==> images/clock_nets.png <==
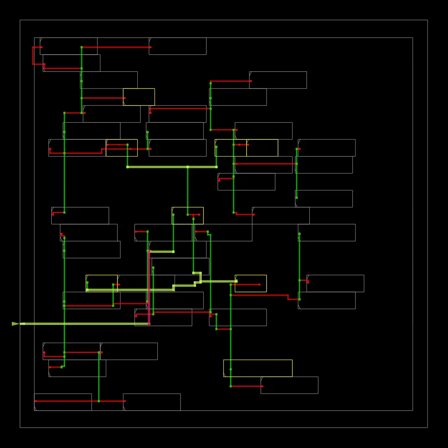
==> images/floorplan.png <==
(6 px per µm) Pins as bars on the die edge.
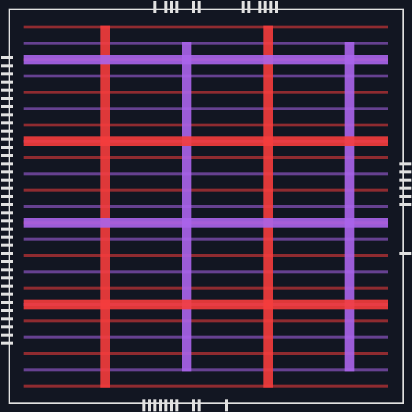
==> images/ff_map.png <==
(6 px per µm) Other sequential cells in the stronger grey, the rest of the logic in the fainter grey.
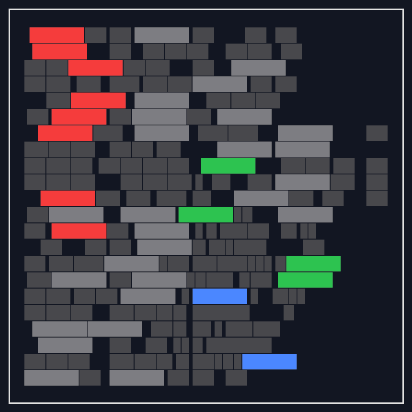
==> images/m2.png <==
(6 px per µm)
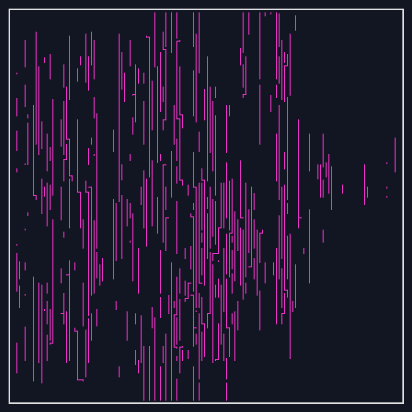
==> images/util_map.png <==
(6 px per µm) 7 x 7 tiles, from black (low) to pale yellow (high), 0 to 100% covered.
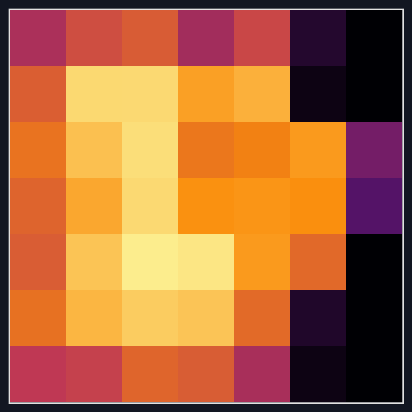
## src/rtl/cpu_bus_if_pkg.sv

```systemverilog
// Shared types and constants for the CPU memory-bus front end and the control FSM.
package cpu_bus_if_pkg;

   typedef enum logic [1:0] {
      IDLE = 2'd0,
      ADDR = 2'd1,
      WAIT = 2'd2,
      CAPT = 2'd3
   } bus_state_t;

   localparam int ADDR_W_DEF = 8;
   localparam int DATA_W_DEF = 8;
   localparam int WCNT_W     = 4;

   // Opcode the controller treats as "do nothing"; the IR comes out of reset holding it.
   localparam logic [DATA_W_DEF-1:0] NOP_OPCODE = 8'h00;

endpackage

```

## src/rtl/cpu_bus_if_if.sv

```systemverilog
// Request/response and RAM-side signals of the bus front end, bundled with master/slave views.
interface cpu_bus_if_if
   import cpu_bus_if_pkg::*;
#(
   parameter int ADDR_W = ADDR_W_DEF,
   parameter int DATA_W = DATA_W_DEF
) ();

   logic              rd_req;
   logic              wr_req;
   logic [ADDR_W-1:0] req_addr;
   logic [DATA_W-1:0] req_wdata;
   logic              ir_load;
   logic              bus_ready;
   logic [DATA_W-1:0] rd_data;
   logic [DATA_W-1:0] instruction;
   logic              bus_err;
   logic [ADDR_W-1:0] mem_addr;
   logic              mem_oe;
   logic              mem_we;
   logic [DATA_W-1:0] mem_wdata;
   logic [DATA_W-1:0] mem_rdata;

   // Master: the controller plus the RAM that sits behind the front end.
   modport master (
      output rd_req, wr_req, req_addr, req_wdata, ir_load, mem_rdata,
      input  bus_ready, rd_data, instruction, bus_err,
      input  mem_addr, mem_oe, mem_we, mem_wdata
   );

   modport slave (
      input  rd_req, wr_req, req_addr, req_wdata, ir_load, mem_rdata,
      output bus_ready, rd_data, instruction, bus_err,
      output mem_addr, mem_oe, mem_we, mem_wdata
   );

endinterface

```

## src/rtl/cpu_bus_if_wait_ctr.sv

```systemverilog
// Loadable down-counter with zero flag; stops at zero instead of wrapping.
module bus_wait_ctr
   import cpu_bus_if_pkg::*;
#(
   parameter int W = WCNT_W
) (
   input  logic         clk,
   input  logic         rst,
   input  logic         load_i,
   input  logic         dec_i,
   input  logic [W-1:0] load_val_i,
   output logic         zero_o
);

   logic [W-1:0] cnt_q, cnt_d;

   always_comb begin
      cnt_d = cnt_q;
      if (load_i) begin
         cnt_d = load_val_i;
      end else if (dec_i && (cnt_q != '0)) begin
         cnt_d = cnt_q - W'(1);
      end
   end

   always_ff @(posedge clk or posedge rst) begin
      if (rst) cnt_q <= '0;
      else     cnt_q <= cnt_d;
   end

   assign zero_o = (cnt_q == '0);

endmodule

```

## src/rtl/cpu_bus_if.sv

```systemverilog
// Memory-bus front end: runs one RAM read/write at a time with programmable wait states
// and holds the fetched opcode in the instruction register for the control FSM.
module cpu_bus_if
   import cpu_bus_if_pkg::*;
#(
   parameter int ADDR_W      = ADDR_W_DEF,
   parameter int DATA_W      = DATA_W_DEF,
   parameter int WAIT_STATES = 2
) (
   input logic         clk,
   input logic         reset_cycle,
   cpu_bus_if_if.slave bus
);

   localparam logic [WCNT_W-1:0] WAIT_LOAD =
      (WAIT_STATES > 0) ? WCNT_W'(WAIT_STATES - 1) : '0;

   bus_state_t        state_q, state_d;
   logic              is_wr_q, is_wr_d;
   logic [ADDR_W-1:0] addr_q, addr_d;
   logic [DATA_W-1:0] wdata_q, wdata_d;
   logic [DATA_W-1:0] rd_data_q, rd_data_d;
   logic [DATA_W-1:0] ir_q, ir_d;
   logic              err_q, err_d;
   logic              req;
   logic              wc_zero;

   assign req = bus.rd_req | bus.wr_req;

   bus_wait_ctr #(.W(WCNT_W)) u_wait_ctr (
      .clk        (clk),
      .rst        (reset_cycle),
      .load_i     (state_q == ADDR),
      .dec_i      (state_q == WAIT),
      .load_val_i (WAIT_LOAD),
      .zero_o     (wc_zero)
   );

   always_ff @(posedge clk or posedge reset_cycle) begin
      if (reset_cycle) state_q <= IDLE;
      else             state_q <= state_d;
   end

   always_comb begin
      state_d = state_q;
      unique case (state_q)
         IDLE:    if (req) state_d = ADDR;
         ADDR:    state_d = (WAIT_STATES == 0) ? CAPT : WAIT;
         WAIT:    if (wc_zero) state_d = CAPT;
         CAPT:    state_d = IDLE;
         default: state_d = IDLE;
      endcase
   end

   // Write wins a simultaneous request; ir_load only counts when bus_ready would be high.
   always_comb begin
      is_wr_d   = is_wr_q;
      addr_d    = addr_q;
      wdata_d   = wdata_q;
      rd_data_d = rd_data_q;
      ir_d      = ir_q;
      err_d     = err_q;
      if (state_q == IDLE) begin
         if (req) begin
            is_wr_d = bus.wr_req;
            addr_d  = bus.req_addr;
            wdata_d = bus.req_wdata;
         end else if (bus.ir_load) begin
            ir_d = rd_data_q;
         end
      end else if (req) begin
         err_d = 1'b1;
      end
      if ((state_d == CAPT) && !is_wr_q) rd_data_d = bus.mem_rdata;
   end

   always_ff @(posedge clk or posedge reset_cycle) begin
      if (reset_cycle) begin
         is_wr_q   <= 1'b0;
         addr_q    <= '0;
         wdata_q   <= '0;
         rd_data_q <= '0;
         ir_q      <= DATA_W'(NOP_OPCODE);
         err_q     <= 1'b0;
      end else begin
         is_wr_q   <= is_wr_d;
         addr_q    <= addr_d;
         wdata_q   <= wdata_d;
         rd_data_q <= rd_data_d;
         ir_q      <= ir_d;
         err_q     <= err_d;
      end
   end

   always_comb begin
      bus.bus_ready = (state_q == IDLE) && !req;
      bus.mem_oe    = 1'b0;
      bus.mem_we    = 1'b0;
      if ((state_q == ADDR) || (state_q == WAIT)) begin
         bus.mem_oe = !is_wr_q;
         bus.mem_we = is_wr_q;
      end
   end

   assign bus.mem_addr    = addr_q;
   assign bus.mem_wdata   = wdata_q;
   assign bus.rd_data     = rd_data_q;
   assign bus.instruction = ir_q;
   assign bus.bus_err     = err_q;

endmodule

```

## src/flat_wrapper.sv

```systemverilog
// flat-port wrapper written by rule: the top's interface ports become plain ports
module cpu_bus_if_flat import cpu_bus_if_pkg::*;
#(
   parameter int ADDR_W      = ADDR_W_DEF,
   parameter int DATA_W      = DATA_W_DEF,
   parameter int WAIT_STATES = 2
)
  (clk, reset_cycle, bus_rd_req, bus_wr_req, bus_req_addr, bus_req_wdata, bus_ir_load, bus_mem_rdata, bus_bus_ready, bus_rd_data, bus_instruction, bus_bus_err, bus_mem_addr, bus_mem_oe, bus_mem_we, bus_mem_wdata);
  cpu_bus_if_if #(.ADDR_W(ADDR_W), .DATA_W(DATA_W)) bus_i ();
  input logic clk;
  input logic reset_cycle;
  input wire logic [$bits(bus_i.rd_req)-1:0] bus_rd_req;
  input wire logic [$bits(bus_i.wr_req)-1:0] bus_wr_req;
  input wire logic [$bits(bus_i.req_addr)-1:0] bus_req_addr;
  input wire logic [$bits(bus_i.req_wdata)-1:0] bus_req_wdata;
  input wire logic [$bits(bus_i.ir_load)-1:0] bus_ir_load;
  input wire logic [$bits(bus_i.mem_rdata)-1:0] bus_mem_rdata;
  output wire logic [$bits(bus_i.bus_ready)-1:0] bus_bus_ready;
  output wire logic [$bits(bus_i.rd_data)-1:0] bus_rd_data;
  output wire logic [$bits(bus_i.instruction)-1:0] bus_instruction;
  output wire logic [$bits(bus_i.bus_err)-1:0] bus_bus_err;
  output wire logic [$bits(bus_i.mem_addr)-1:0] bus_mem_addr;
  output wire logic [$bits(bus_i.mem_oe)-1:0] bus_mem_oe;
  output wire logic [$bits(bus_i.mem_we)-1:0] bus_mem_we;
  output wire logic [$bits(bus_i.mem_wdata)-1:0] bus_mem_wdata;
  assign bus_i.rd_req = bus_rd_req;
  assign bus_i.wr_req = bus_wr_req;
  assign bus_i.req_addr = bus_req_addr;
  assign bus_i.req_wdata = bus_req_wdata;
  assign bus_i.ir_load = bus_ir_load;
  assign bus_i.mem_rdata = bus_mem_rdata;
  assign bus_bus_ready = bus_i.bus_ready;
  assign bus_rd_data = bus_i.rd_data;
  assign bus_instruction = bus_i.instruction;
  assign bus_bus_err = bus_i.bus_err;
  assign bus_mem_addr = bus_i.mem_addr;
  assign bus_mem_oe = bus_i.mem_oe;
  assign bus_mem_we = bus_i.mem_we;
  assign bus_mem_wdata = bus_i.mem_wdata;
  cpu_bus_if #(.ADDR_W(ADDR_W), .DATA_W(DATA_W), .WAIT_STATES(WAIT_STATES)) u_core (.clk(clk), .reset_cycle(reset_cycle), .bus(bus_i));
endmodule
```

## config.mk

```make
export PLATFORM = sky130hd
export DESIGN_NAME = cpu_bus_if_flat
export DESIGN_NICKNAME = d
export VERILOG_FILES = /design/src/rtl/cpu_bus_if_pkg.sv /design/src/rtl/cpu_bus_if_if.sv /design/src/rtl/cpu_bus_if_wait_ctr.sv /design/src/rtl/cpu_bus_if.sv /design/src/flat_wrapper.sv
export SDC_FILE = /design/constraint.sdc
export NUM_CORES = 1
export LEC_CHECK = 0
export CAP_MARGIN = 20
export CORE_MARGIN = 2
export CORE_UTILIZATION = 45
export DETAILED_ROUTE_END_ITERATION = 8
export GPL_ROUTABILITY_DRIVEN = 0
export PLACE_DENSITY = 0.91
export SYNTH_ARGS = -nofsm -noshare
export SYNTH_HDL_FRONTEND = slang
export SYNTH_HIERARCHICAL = 1
export SYNTH_SLANG_ARGS = --single-unit
export TNS_END_PERCENT = 100
```

## constraint.sdc

```tcl
create_clock -name clk -period 3.36 [get_ports clk]
set_input_delay 0.672 -clock clk [delete_from_list [all_inputs] [get_ports clk]]
set_output_delay 0.672 -clock clk [all_outputs]
set_load 0.01 [all_outputs]
```

==> Slide: Implementation Results <==
Implementation Results

Job
  • MaxCap Viol Count: 0

Critical path
  • Max stage delay on crit path: 0.53 ns
  • Crit start category: flop
  • Critical path endpoint category: output port
  • CP delay by family, top: buffers and inverters
  • Critical Path RT: 2.69 ns
  • Worst Path Class, Setup: flop to output port

Detailed routing
  • Final WL: 3.938 mm
  • DRT iter0 DRCs: 18

Hold path
  • Worst hold path class: flop to flop

Die
  • Initial Util: 0.4669
  • Die Span Y: 65.40 µm

Synthesis
  • Register share after synthesis: 0.5900
  • Area contributors post-synth: dfrtp_1, mux2_2, ha_1, inv_1, o221ai_4

GRT
  • Largest net degree at the start of global routing: 37

Outcome
  • Status: complete, no violations

STA
  • Final setup margin: 0.4353 ns
  • Unrepaired setup endpoints after global routing: no
  • Clk_skew: 0.006022 ns

Pwr
  • P per Cell Area: 1005 nW/µm²

Place
  • # port buffers: 64

Clock tree
  • Post-cts resize count: 0
Notes on clock_nets.png above:
registers: 40
TritonCTS buffer count: 5
Clock Latency Late Sink: 0.29 ns
clk_buf instances: 7

Notes on floorplan.png above:
- purple: VDD
- red: VSS
- signal pins: 65
- rows: 22
- met4 straps: 4

Notes on ff_map.png above:
- green: u_core/u_wait_ctr/cnt_q (flops 4)
- red: u_core/bus.mem_addr (flops 8)
- blue: u_core/state_q (flops 2)
- not coloured: 26

Notes on m2.png above:
- wire length on this layer: 1970 µm
- main direction: vertical
- longest straight run: 27.9 µm
- nets with wire on the layer: 208

Notes on util_map.png above:
- tiles over 75% full: 39%
- fullest tile: 96%
- mean over tiles: 58%

## sequential cells by signal (all words and copies together) (netlist names)
name	flops
u_core/is_wr_q	1
u_core/bus.bus_err	1
u_core/state_q	2
u_core/bus.rd_data	8
u_core/u_wait_ctr/cnt_q	4
u_core/bus.mem_wdata	8
u_core/bus.instruction	8
u_core/bus.mem_addr	8
## cell families (layout without fill, tap and decap cells)
kind of cell,count (synthesis),in the layout,synth area share
AND-OR/OR-AND,13,13,0.06122
multiplexers,32,32,0.2124
other,2,4,0.004426
flip-flops,40,40,0.5900
AND/OR/NAND/NOR,19,19,0.07302
adder cells (fa/ha/maj),4,4,0.02950
buffers and inverters,12,82,0.02950
## layer usage
metal	part of all wire	GRT usage
met1	0.40	0.2263
met5	0	0
met2	0.50	0.3457
met3	0.092	0.08904
met4	0.010	0.05208
## worst paths after layout
| path | startpoint | end | slack (ns) | cells past startpoint |
|---|---|---|---|---|
| max | u_core/state_q[0]$_DFF_PP0_ | bus_bus_ready | 0.44 | 5 |
| min | u_core/bus.bus_err$_DFFE_PP0P_ | u_core/bus.bus_err$_DFFE_PP0P_ | 0.49 | 1 |
| max reg2reg | u_core/state_q[0]$_DFF_PP0_ | u_core/bus.rd_data[4]$_DFFE_PP0P_ | 1.12 | 5 |
| min reg2reg | u_core/bus.bus_err$_DFFE_PP0P_ | u_core/bus.bus_err$_DFFE_PP0P_ | 0.49 | 1 |
| max in group asynchronous | reset_cycle | u_core/bus.instruction[7]$_DFFE_PP0P_ | 2.22 | 3 |
| min in group asynchronous | reset_cycle | u_core/u_wait_ctr/cnt_q[2]$_DFFE_PP0P_ | 0.59 | 2 |
## layout make-up
class / count / area, µm²
clock buffers: 7 / 96.34
clock inverters: 1 / 30.03
fillers: 244 / 1107
inverters: 8 / 30.03
multi-input cells: 72 / 653.1
flip-flops and latches: 40 / 1001
well taps: 48 / 60.06
repair buffers: 66 / 655.6
## power by group
part,internal (mW),total (mW),switching (mW),leakage (nW)
registers,0.725,0.886,0.161,0.474
clock network,0.262,0.423,0.161,0.0645
logic,0.732,1.23,0.499,0.563
## layout by cell type, fill, tap and decap left out, drive strengths merged, types with 2 or more instances in the layout
cell           Yosys  final
inv                8      8
clkdlybuf4s50      0     64
and3               2      2
or3b               2      2
buf                2      2
nor2               2      2
mux2              32     32
ha                 4      4
clkbuf             2      7
o21ai              3      3
nand2              6      6
conb               2      4
a21oi              4      4
dfrtp             40     40
No activity file was given, so power comes from the tool's default toggle rates.
